### src/rtl/mesh_injector_if.sv
// Core-to-injector event channel and injector-to-node packet channel of the NoC mesh.
// A beat moves on a rising edge where valid and ready are both high. Once valid is raised, the sender holds it and its data stable until that edge.
interface mesh_injector_if;
  logic        ev_valid;
  logic        ev_ready;
  logic [3:0]  ev_dst_x;
  logic [3:0]  ev_dst_y;
  logic [15:0] ev_payload;
  logic [31:0] dout;
  logic        vout;
  logic        rin;

  // master: the injector itself; slave: the local core plus the node input port
  modport master (
    input  ev_valid, ev_dst_x, ev_dst_y, ev_payload, rin,
    output ev_ready, dout, vout
  );
  modport slave (
    output ev_valid, ev_dst_x, ev_dst_y, ev_payload, rin,
    input  ev_ready, dout, vout
  );
endinterface

### src/rtl/mesh_injector.sv
// Injection interface for the NoC mesh: queues spike events as 32-bit packets in a FIFO
// and presents them to a node input port through one output register; unroutable events are discarded.
module mesh_injector #(
    parameter int ROWS       = 4,
    parameter int COLS       = 4,
    parameter int SRC_X      = 0,
    parameter int SRC_Y      = 0,
    parameter int FIFO_DEPTH = 4
) (
    input  logic                                 clk,
    input  logic                                 rst,
    mesh_injector_if.master                      bus,
    output logic                                 busy,
    output logic [$clog2(FIFO_DEPTH+1)-1:0]      fifo_level,
    output logic [15:0]                          tx_count,
    output logic                                 err_drop
);

    localparam int AW = $clog2(FIFO_DEPTH);
    localparam int LW = $clog2(FIFO_DEPTH+1);
    localparam logic [4:0] COLS_L = 5'(COLS);
    localparam logic [4:0] ROWS_L = 5'(ROWS);

    logic [31:0]   mem [FIFO_DEPTH];
    logic [AW-1:0] wr_ptr;
    logic [AW-1:0] rd_ptr;
    logic [LW-1:0] level;
    logic          full;
    logic          empty;
    logic          accept;
    logic          in_range;
    logic          push;
    logic          pop;
    logic          transfer;
    logic [31:0]   pkt;

    assign full     = (level == LW'(FIFO_DEPTH));
    assign empty    = (level == '0);
    assign accept   = bus.ev_valid & bus.ev_ready;
    assign in_range = ({1'b0, bus.ev_dst_x} < COLS_L) && ({1'b0, bus.ev_dst_y} < ROWS_L);
    assign push     = accept & in_range;
    assign transfer = bus.vout & bus.rin;
    // Refill the output register whenever it is empty or being drained this edge.
    assign pop      = ~empty & (~bus.vout | transfer);
    assign pkt      = {bus.ev_dst_x, bus.ev_dst_y, 4'(SRC_X), 4'(SRC_Y), bus.ev_payload};

    // Readiness depends only on level, so a simultaneous pop never lets a full FIFO take a push.
    assign bus.ev_ready = rst & ~full;
    assign busy         = ~empty | bus.vout;
    assign fifo_level   = level;

    always_ff @(posedge clk) begin
        if (push) mem[wr_ptr] <= pkt;
    end

    always_ff @(posedge clk or negedge rst) begin
        if (!rst) begin
            wr_ptr <= '0;
            rd_ptr <= '0;
            level  <= '0;
        end else begin
            if (push) wr_ptr <= wr_ptr + AW'(1);
            if (pop)  rd_ptr <= rd_ptr + AW'(1);
            case ({push, pop})
                2'b10:   level <= level + LW'(1);
                2'b01:   level <= level - LW'(1);
                default: level <= level;
            endcase
        end
    end

    always_ff @(posedge clk or negedge rst) begin
        if (!rst) begin
            bus.vout <= 1'b0;
            bus.dout <= '0;
        end else if (pop) begin
            bus.vout <= 1'b1;
            bus.dout <= mem[rd_ptr];
        end else if (transfer) begin
            bus.vout <= 1'b0;
        end
    end

    always_ff @(posedge clk or negedge rst) begin
        if (!rst) begin
            tx_count <= '0;
            err_drop <= 1'b0;
        end else begin
            if (transfer) tx_count <= tx_count + 16'd1;
            if (accept && !in_range) err_drop <= 1'b1;
        end
    end

endmodule
### src/flat_wrapper.sv
// flat-port wrapper written by rule: the top's interface ports become plain ports
module mesh_injector_flat 
#(
    parameter int ROWS       = 4,
    parameter int COLS       = 4,
    parameter int SRC_X      = 0,
    parameter int SRC_Y      = 0,
    parameter int FIFO_DEPTH = 4
)
  (clk, rst, busy, fifo_level, tx_count, err_drop, bus_ev_valid, bus_ev_dst_x, bus_ev_dst_y, bus_ev_payload, bus_rin, bus_ev_ready, bus_dout, bus_vout);
  mesh_injector_if bus_i ();
  input  logic clk;
  input  logic rst;
  output logic busy;
  output logic [$clog2(FIFO_DEPTH+1)-1:0] fifo_level;
  output logic [15:0] tx_count;
  output logic err_drop;
  input wire logic [$bits(bus_i.ev_valid)-1:0] bus_ev_valid;
  input wire logic [$bits(bus_i.ev_dst_x)-1:0] bus_ev_dst_x;
  input wire logic [$bits(bus_i.ev_dst_y)-1:0] bus_ev_dst_y;
  input wire logic [$bits(bus_i.ev_payload)-1:0] bus_ev_payload;
  input wire logic [$bits(bus_i.rin)-1:0] bus_rin;
  output wire logic [$bits(bus_i.ev_ready)-1:0] bus_ev_ready;
  output wire logic [$bits(bus_i.dout)-1:0] bus_dout;
  output wire logic [$bits(bus_i.vout)-1:0] bus_vout;
  assign bus_i.ev_valid = bus_ev_valid;
  assign bus_i.ev_dst_x = bus_ev_dst_x;
  assign bus_i.ev_dst_y = bus_ev_dst_y;
  assign bus_i.ev_payload = bus_ev_payload;
  assign bus_i.rin = bus_rin;
  assign bus_ev_ready = bus_i.ev_ready;
  assign bus_dout = bus_i.dout;
  assign bus_vout = bus_i.vout;
  mesh_injector #(.ROWS(ROWS), .COLS(COLS), .SRC_X(SRC_X), .SRC_Y(SRC_Y), .FIFO_DEPTH(FIFO_DEPTH)) u_core (.clk(clk), .rst(rst), .bus(bus_i), .busy(busy), .fifo_level(fifo_level), .tx_count(tx_count), .err_drop(err_drop));
endmodule
### config.mk
export PLATFORM = sky130hd
export DESIGN_NAME = mesh_injector_flat
export DESIGN_NICKNAME = d
export VERILOG_FILES = /design/src/rtl/mesh_injector_if.sv /design/src/rtl/mesh_injector.sv /design/src/flat_wrapper.sv
export SDC_FILE = /design/constraint.sdc
export NUM_CORES = 1
export LEC_CHECK = 0
export CORE_ASPECT_RATIO = 0.9
export CORE_MARGIN = 1
export CORE_UTILIZATION = 60
export CTS_BUF_LIST = sky130_fd_sc_hd__clkbuf_8
export CTS_CLUSTER_SIZE = 20
export DETAILED_ROUTE_END_ITERATION = 7
export GPL_TIMING_DRIVEN = 0
export PLACE_DENSITY = 0.92
export SYNTH_ARGS = -nofsm -noshare
export SYNTH_HDL_FRONTEND = slang
export SYNTH_SLANG_ARGS = --single-unit
### constraint.sdc
create_clock -name clk -period 5.6 [get_ports clk]
set_input_delay 1.12 -clock clk [delete_from_list [all_inputs] [get_ports clk]]
set_output_delay 1.12 -clock clk [all_outputs]
set_load 0.02 [all_outputs]
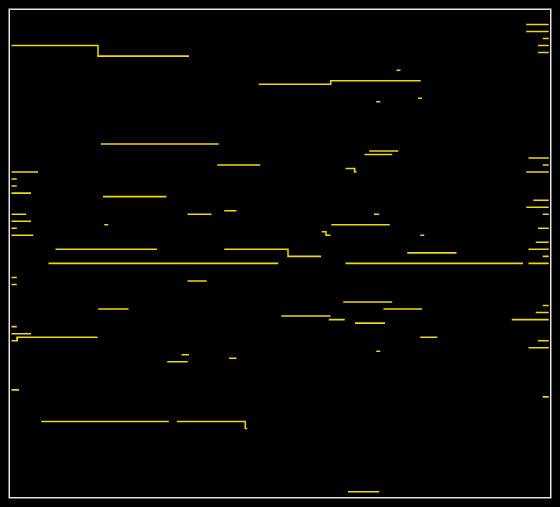
**Above:** run 1 (the metal 3 layer).
wire length on this layer: 469 um
main direction: horizontal
DRT Wirelength: 10,210 um
GR Util met3: 0.05132
number of vias in the routed layout: 2,899

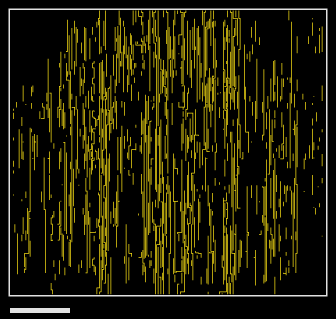
**Above:** run 1 (signal wires on met2).
The bar under the picture is 20 um long.
longest straight run: 46.2 um
share of all routed wire: 53%
main direction: vertical
nets with wire on the layer: 392
wire length on this layer: 5,360 um
global-route met2 utilization: 0.3880

==> run summary, run 1 <==
Implementation results

The kind of end point of the critical path is an output port. The final cell count without fillers is 524. For this floorplan the total number of well-tap instances is 122. The worst register-to-register path has a setup slack of 3.15 ns. Timing would allow up to 0.2739 GHz. Signal nets in the final route climb as high as met4.

The combinational share of cell area is 0.2043. STA classifies the critical path startpoint as an input port. The layout report lists the multi-input gate area as 1438 um2.

The final weighted congestion of routability-driven global placement is 0.7181. The tool warning count is 29. The maximum clock skew at final layout is 0.01620 ns. Dividing the detail-routed wire length by the instance count gives 19.48 um.

The data arrival time reported for the critical path is 2.53 ns. The share of the Yosys chip area taken by registers is 0.7240. Looking at the global route congestion table, the highest-usage layer is met2. The final timing summary puts the cycle share of the worst path at 0.6520. The flow ran to the end, and the final reports show no timing, DRC or antenna violations.

After clock tree synthesis, the repair step resized 0 gates. The finished design was reported to have a net count of 424. The count of routing violations after the opening detailed-route iteration is 202. The via count of the first global-routing pass is 3,035. The async set or reset register ratio after synthesis is 0.3379. The relative contribution of sequential cells to total power is 0.415. The detailed router put a total of 4129 um of wire on met1. The slew of the pin with the lowest slew margin is 1.338 ns.

Per the repair_timing log after CTS, setup buffers inserted total 0. The routed layout reports a DRC error count of 0. The power report attributes to the clock group a share of 0.256.
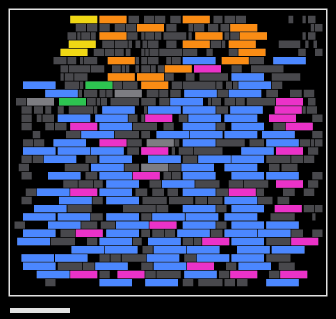
**Above:** run 1 (sequential cells coloured by netlist name).
The bar under the picture is 20 um long. Other sequential cells in the stronger grey, the rest of the logic in the fainter grey.
[u_core.tx_count] orange | flops: 16
[u_core.bus.dout] magenta | flops: 24
[u_core.mem] blue | flops: 96
[u_core.wr_ptr] green | flops: 2
[u_core.fifo_level] yellow | flops: 3
not coloured: 4
proportion of cell area occupied by registers: 0.5839
final core utilization: 0.7677

-- run 1: layout by cell type, fill, tap and decap left out, drive strengths merged --
cell type / n
clkinvlp: 3
or3b: 1
o21ai: 1
mux2: 26
nor2: 4
xor2: 8
xnor2: 13
fa: 1
a21oi: 1
dfrtp: 49
ha: 6
conb: 8
buf: 16
bufinv: 3
clkinv: 3
a31o: 1
clkdlybuf4s50: 73
mux4: 24
nand2: 9
and4: 1
edfxtp: 96
nor3: 2
and2: 5
nand4: 2
nor4: 2
or4: 1
nand3: 6
mux2i: 1
and3: 3
clkbuf: 20
inv: 13
-- run 1: power groups by stage --
stage | Combinational [uW] | Clock, uW | Sequential, uW
4_1_cts | 1130 | 872 | 1400
5_1_grt | 1190 | 917 | 1420
3_3_place_gp | 1060 | 0 | 1420
3_5_place_dp | 1120 | 0 | 1420
6_report | 1110 | 866 | 1400
2_1_floorplan | 544 | 0 | 1560
-- run 1: cell families after synthesis --
group           Yosys count  synth area share
buf+inv                  24           0.02734
other cells               1         0.0006607
flops                   145            0.7240
fa+ha+maj                 7           0.01675
compound gates            3          0.003968
xor+xnor                 21           0.03241
simple gates             36           0.04035
mux                      51            0.1545
-- run 1: registers in the layout (all words and copies together) (netlist names) --
name and cells:
u_core.err_drop 1, u_core.bus.vout 1, u_core.wr_ptr 2, u_core.fifo_level 3, u_core.tx_count 16, u_core.bus.dout 24
u_core.rd_ptr 2, u_core.mem 96
-- run 1: worst register-to-register path, delay by kind of cell, from the launching register on --
kind / cells / cell delay, ns
adder cells (fa/ha/maj): 2 / 0.58
AND-OR/OR-AND: 1 / 0.50
flip-flops: 1 / 0.42
buffers and inverters: 2 / 0.32
XOR/XNOR: 2 / 0.32
AND/OR/NAND/NOR: 2 / 0.24
==> run 2, diff against run 1 <==
CORE_UTILIZATION = 51   (was 60)
PLACE_DENSITY = 0.84   (was 0.92)
clock period = 3 ns   (was 5.6 ns; I/O delays follow)
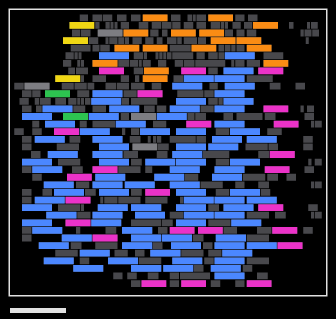
**Above:** run 2 (sequential cells coloured by netlist name).
The bar under the picture is 20 um long. Other sequential cells in the stronger grey, the rest of the logic in the fainter grey.
[u_core.mem] blue | flops: 96
[u_core.bus.dout] magenta | flops: 24 | where: spread over the die
[u_core.fifo_level] yellow | flops: 3
[u_core.wr_ptr] green | flops: 2
[u_core.tx_count] orange | flops: 16
storage element area: 4109 um2
final core utilization: 0.6508
proportion of cell area occupied by registers: 0.5840
reported sequential group power: 2620 uW

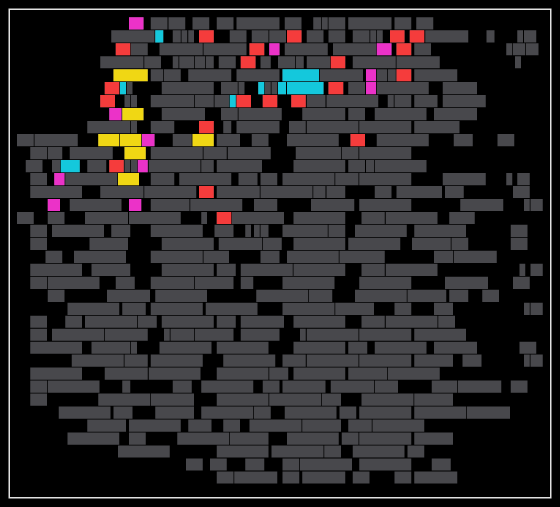
**Above:** run 2 (gate-type map).
[NOR gates] cyan | cells: 8 | most used: nor2_1
[AND and OR gates] magenta | cells: 11
[XOR/XNOR gates] red | cells: 21 | most used: xnor2_1
[adder and majority cells] yellow | cells: 7 | most used: ha_1 | where: north-west
share of the final layout cell area in multi-input gates: 0.2049
non-filler cells in the finished layout: 535
most frequent logic cell in the layout: sky130_fd_sc_hd__edfxtp_1

==> run 2 against run 1 <==
Compared with the run above:
- cell count is 2.1% higher
- largest power group unchanged
- via count fell by 2.8%
- final area about the same
- global-route usage is 4.9 points lower
- largest cell class unchanged
- die size grew 17%
==> run summary, run 2 <==
Implementation results

Run status: completed (unchanged). The number of nets in the final layout was 424 (unchanged). The xor and xnor fraction of the mapped netlist area was 0.03241 (unchanged). The slack of the worst reg-to-reg path is 0.54 ns (was 3.15 ns). The area share of and/or/nand/nor cells after synthesis is 0.04034 (unchanged).

The register ranked first by flip-flop count is u_core.mem (unchanged). The routed wirelength normalized by instance count is 17.93 um (was 19.48 um). The tool warning count came to 29 (unchanged). The ratio of final minimum period to clock period is 0.9476. The number of storage elements in the synthesis netlist is 145 (unchanged).

The source of the critical timing path is bus_ev_dst_x[2] (was rst). The maximum clock skew at final layout is 0.01860 ns (was 0.01620 ns). The final wirelength is 9591 um (was 10,210 um). The via density per instance is 5.267 (was 5.532). The area occupied by multi-input gates was 1441 um2 (was 1438 um2). The floorplan core density came to 0.5250 (was 0.6192).

Top logic cells by instance count in the layout: 96 x sky130_fd_sc_hd__edfxtp_1, 73 x sky130_fd_sc_hd__clkdlybuf4s50_1, 49 x sky130_fd_sc_hd__dfrtp_1 (unchanged). The post-route DRC violation count is 0 (unchanged). The depth of the most critical reg-to-reg path is 9 (unchanged). The count of routing violations after the opening detailed-route iteration is 100 (was 202). The final weighted congestion of routability-driven global placement is 0.6599 (was 0.7181). The total number of vias was 2,818 (was 2,899). The kind of critical path was in -> reg (was in -> out).

The TritonCTS clock tree is done (unchanged). Biggest registers after layout: u_core.mem (96), u_core.bus.dout (24), u_core.tx_count (16) (unchanged). The via count of the first global-routing pass is 2,831 (was 3,035). The die boundary height was 102.1 um (was 94.27 um). The prevailing logic family in the synthesized netlist is multiplexers (unchanged). The category of the worst setup path launch point is an input port (unchanged). The slew of the pin with the lowest slew margin is 1.210 ns (was 1.338 ns).

Static timing analysis puts the maximum clock frequency at 0.3518 GHz. The number of buffers added for setup after CTS is 0 (unchanged). The post-cts resize count is 0 (unchanged).

The number of antenna violations at the first check in global routing is 0 (unchanged). The library cell with the largest summed area after synthesis was sky130_fd_sc_hd__edfxtp_1 (unchanged). The adder-cell share of the synthesized area is 0.01675 (unchanged). The area fraction in mux cells came to 0.1545 (unchanged). The number of max-slew violations in the final report is 0 (unchanged).

The flip-flop count of the largest register after layout was 96 (unchanged). The width of the die came to 113.2 um (was 104.5 um). The complex-gate fraction of the synthesized area is 0.003968 (unchanged). The kind of end point of the critical path is a flop (was output port). The sequential area share after synthesis is 0.7240 (unchanged). The async set or reset register ratio after synthesis is 0.3379 (unchanged).

The critical path arrival is 2.88 ns (was 2.53 ns).
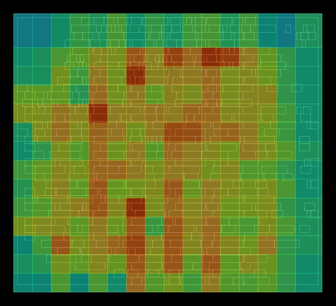
**Above:** run 2 (track usage over the die).
aggregate global-route resource usage: 0.1776
GR met1 Demand/Resource: 0.2322

-- run 2: how the worst min path moves through the flow --
stage	to	slack (ns)	cells after the start
2_1_floorplan	u_core.bus.dout[0]	0.30	0
3_3_place_gp	u_core.err_drop	0.46	1
3_5_place_dp	u_core.err_drop	0.46	1
4_1_cts	u_core.bus.dout[29]	0.08	1
5_1_grt	u_core.bus.dout[29]	0.08	1
6_report	u_core.bus.dout[29]	0.07	1
-- run 2: per-stage QoR --
stage | setup slack [ns] | TNS, ns | hold WS, ns | cell area, um2
floorplan | 0.6232 | 0 | 0.3044 | 5702
global placement | -1.965 | -209.26 | 0.4581 | 6609
detailed placement | -0.3714 | -34.01 | 0.4590 | 6624
CTS | 0.07357 | 0 | 0.08189 | 7032
global route | 0.02558 | 0 | 0.08257 | 7036
finish | 0.1571 | 0 | 0.07443 | 7036
-- run 2: power by group --
part | total, uW | switching (uW) | leakage [uW] | internal [uW]
combinational | 2040 | 943 | 0.000961 | 1100
clock | 1550 | 692 | 0.000213 | 854
sequential | 2620 | 200 | 0.00145 | 2420
-- run 2: layout make-up --
| type | instances | area share |
|---|---|---|
| Buffer | 16 | 0.01778 |
| Clock buffer | 19 | 0.03717 |
| Clock inverter | 13 | 0.02081 |
| Inverter | 8 | 0.004268 |
| Multi-Input combinational cell | 126 | 0.2049 |
| Sequential cell | 145 | 0.5840 |
| Tap cell | 133 | 0.02365 |
| Timing Repair Buffer | 75 | 0.1074 |
-- run 2: layer usage --
layer,vias to the layer above,global-route usage,share of wire
met5,-,0,0
met4,0,0.06073,0.011
met3,12,0.04864,0.052
met2,82,0.2926,0.50
met1,1437,0.2322,0.43
li1,1287,-,-
==> run 3, diff against run 2 <==
CELL_PAD_IN_SITES_DETAIL_PLACEMENT = 1   (was not set)
CELL_PAD_IN_SITES_GLOBAL_PLACEMENT = 1   (was not set)
CORE_UTILIZATION = 43   (was 51)
PLACE_DENSITY = 0.82   (was 0.84)
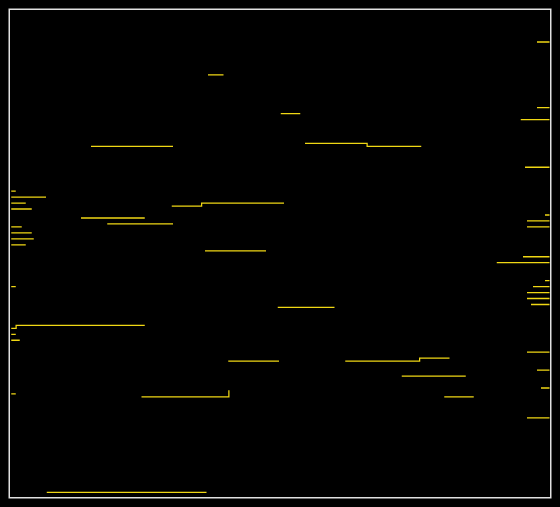
**Above:** run 3 (the metal 3 layer).
share of all routed wire: 3.7%
longest straight run: 36.1 um
nets with wire on the layer: 38
main direction: horizontal
GR Util met3: 0.06121
number of vias in the routed layout: 2,842

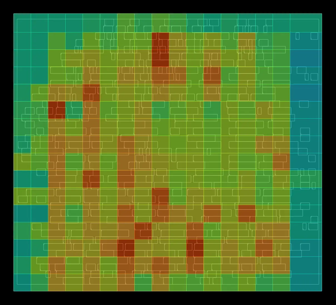
**Above:** run 3 (track usage over the die).
global-route met2 utilization: 0.2764
most used routing layer in global routing: met2
aggregate global-route resource usage: 0.1739

==> run 3 against run 2 <==
Compared with the run above:
- global-route usage is 0.37 points lower
- sequential cell count stayed put
- sequential share of layout area is 0.40 points lower
- clock power up 4%
- largest cell class unchanged
- critical path depth grew 6
- cell count is 5.6% higher
- register-to-register slack worse by 0.05 ns
==> run summary, run 3 <==
Implementation results

Run status: completed (unchanged). The area occupied by multi-input gates is 1443 um2 (was 1441 um2). The placement-stage cell area is 6663 um2 (was 6624 um2).

The slew of the pin with the lowest slew margin came to 0.7500 ns (was 1.210 ns). Biggest registers after layout: u_core.mem (96), u_core.bus.dout (24), u_core.tx_count (16) (unchanged). The total non-filler cell area in the finished layout is 7084 um2 (was 7036 um2). The source of the critical timing path was bus_rin (was bus_ev_dst_x[2]). The number of storage elements in the synthesis netlist is 145 (unchanged). The post-route DRC violation count is 0 (unchanged). The TritonCTS clock tree is done (unchanged).

The maximum clock skew at final layout was 0.009527 ns (was 0.01860 ns). The floorplan core density is 0.4439 (was 0.5250). The number of nets in the final layout is 424 (unchanged). The async set or reset register ratio after synthesis is 0.3379 (unchanged). The via count of the first global-routing pass is 3,130 (was 2,831). The library cell with the largest summed area after synthesis is sky130_fd_sc_hd__edfxtp_1 (unchanged). Top logic cells by instance count in the layout: 96 x sky130_fd_sc_hd__edfxtp_1, 73 x sky130_fd_sc_hd__clkdlybuf4s50_1, 49 x sky130_fd_sc_hd__dfrtp_1 (unchanged). The die boundary height was 111.0 um (was 102.1 um).

The ratio of final minimum period to clock period came to 0.9260 (was 0.9476). The setup slack of the critical path after layout was 0.2219 ns (was 0.1571 ns). The final wirelength came to 10,530 um (was 9591 um). The flip-flop count of the largest register after layout is 96 (unchanged).

The final weighted congestion of routability-driven global placement came to 0.7202 (was 0.6599). The depth of the most critical reg-to-reg path is 9 (unchanged). The number of max-slew violations in the final report is 0 (unchanged). The number of antenna violations at the first check in global routing came to 0 (unchanged). The number of buffers added for setup after CTS is 0 (unchanged). The sequential cell area in the final layout is 4109 um2 (unchanged).

The kind of critical path is in -> reg (unchanged). The timing-limited maximum frequency came to 0.3600 GHz (was 0.3518 GHz). The count of routing violations after the opening detailed-route iteration is 182 (was 100). The via density per instance came to 5.030 (was 5.267).

The tool warning count is 29 (unchanged). The width of the die is 123.1 um (was 113.2 um). The routed wirelength normalized by instance count is 18.63 um (was 17.93 um).
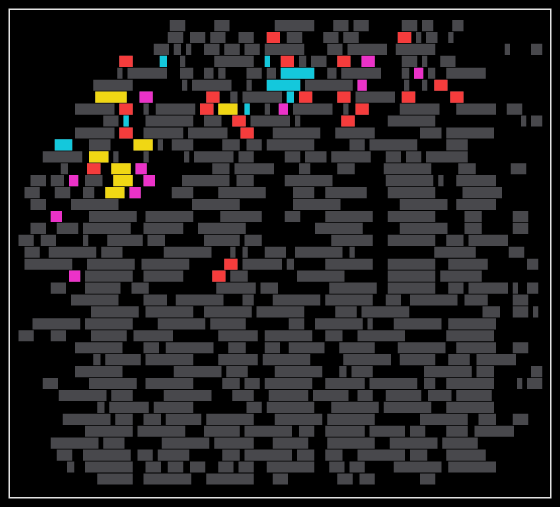
**Above:** run 3 (gate-type map).
[adder and majority cells] yellow | cells: 7 | most used: ha_1
[NOR gates] cyan | cells: 8 | most used: nor2_1 | where: north
[AND and OR gates] magenta | cells: 11 | most used: and2_2
[XOR/XNOR gates] red | cells: 21 | most used: xnor2_1
share of the final layout cell area in multi-input gates: 0.2036
non-filler cells in the finished layout: 565

run 3: through the flow:
stage / instances / total power [uW] / util / setup TNS [ns]
4_1_cts: 565 / 6364 / 0.5538 / 0
2_1_floorplan: 295 / 3929 / - / 0
3_3_place_gp: 533 / 4664 / 0.5200 / -224.51
6_report: 565 / 6283 / 0.5541 / 0
5_1_grt: 565 / 6599 / 0.5541 / 0
3_5_place_dp: 534 / 4749 / 0.5211 / -43.27
run 3: cell type report:
class	instances	share of cell area
timing repair buffer	75	0.1067
tap	164	0.02897
sequential	145	0.5800
buffer	16	0.01766
clock buffer	18	0.03497
multi-input combinational	126	0.2036
inverter	8	0.004239
clock inverter	13	0.02384
run 3: where the power goes:
| part | leakage (uW) | internal [uW] | switching [uW] |
|---|---|---|---|
| sequential | 0.00145 | 2420 | 208 |
| clock | 0.000207 | 910 | 697 |
| combinational | 0.000962 | 1100 | 952 |
| total | 0.00262 | 4430 | 1860 |
run 3: kinds of logic (layout without fill, tap and decap cells):
group / Yosys count / in the layout / share of synthesized area
AND-OR/OR-AND: 3 / 3 / 0.003968
other: 1 / 8 / 0.0006607
flip-flops: 145 / 145 / 0.7240
multiplexers: 51 / 51 / 0.1545
XOR/XNOR: 21 / 21 / 0.03241
buffers and inverters: 24 / 130 / 0.02734
adder cells (fa/ha/maj): 7 / 7 / 0.01675
AND/OR/NAND/NOR: 36 / 36 / 0.04035
run 3: timing repair:
| action | CTS | global route |
|---|---|---|
| cloned | 0 | 0 |
| gates resized | 1 | 3 |
| endpoints found under the setup margin | 24 | 72 |
| hold buffers | 0 | 0 |
run 3: layer usage:
layer  GRT usage  vias up  share of wire
met5           0        -              0
met4     0.05301        0         0.0064
met3     0.06121        4          0.037
met2      0.2764       59           0.53
met1      0.2238     1492           0.42
li1            -     1287              -
Power is estimated from default activity; no workload was simulated.
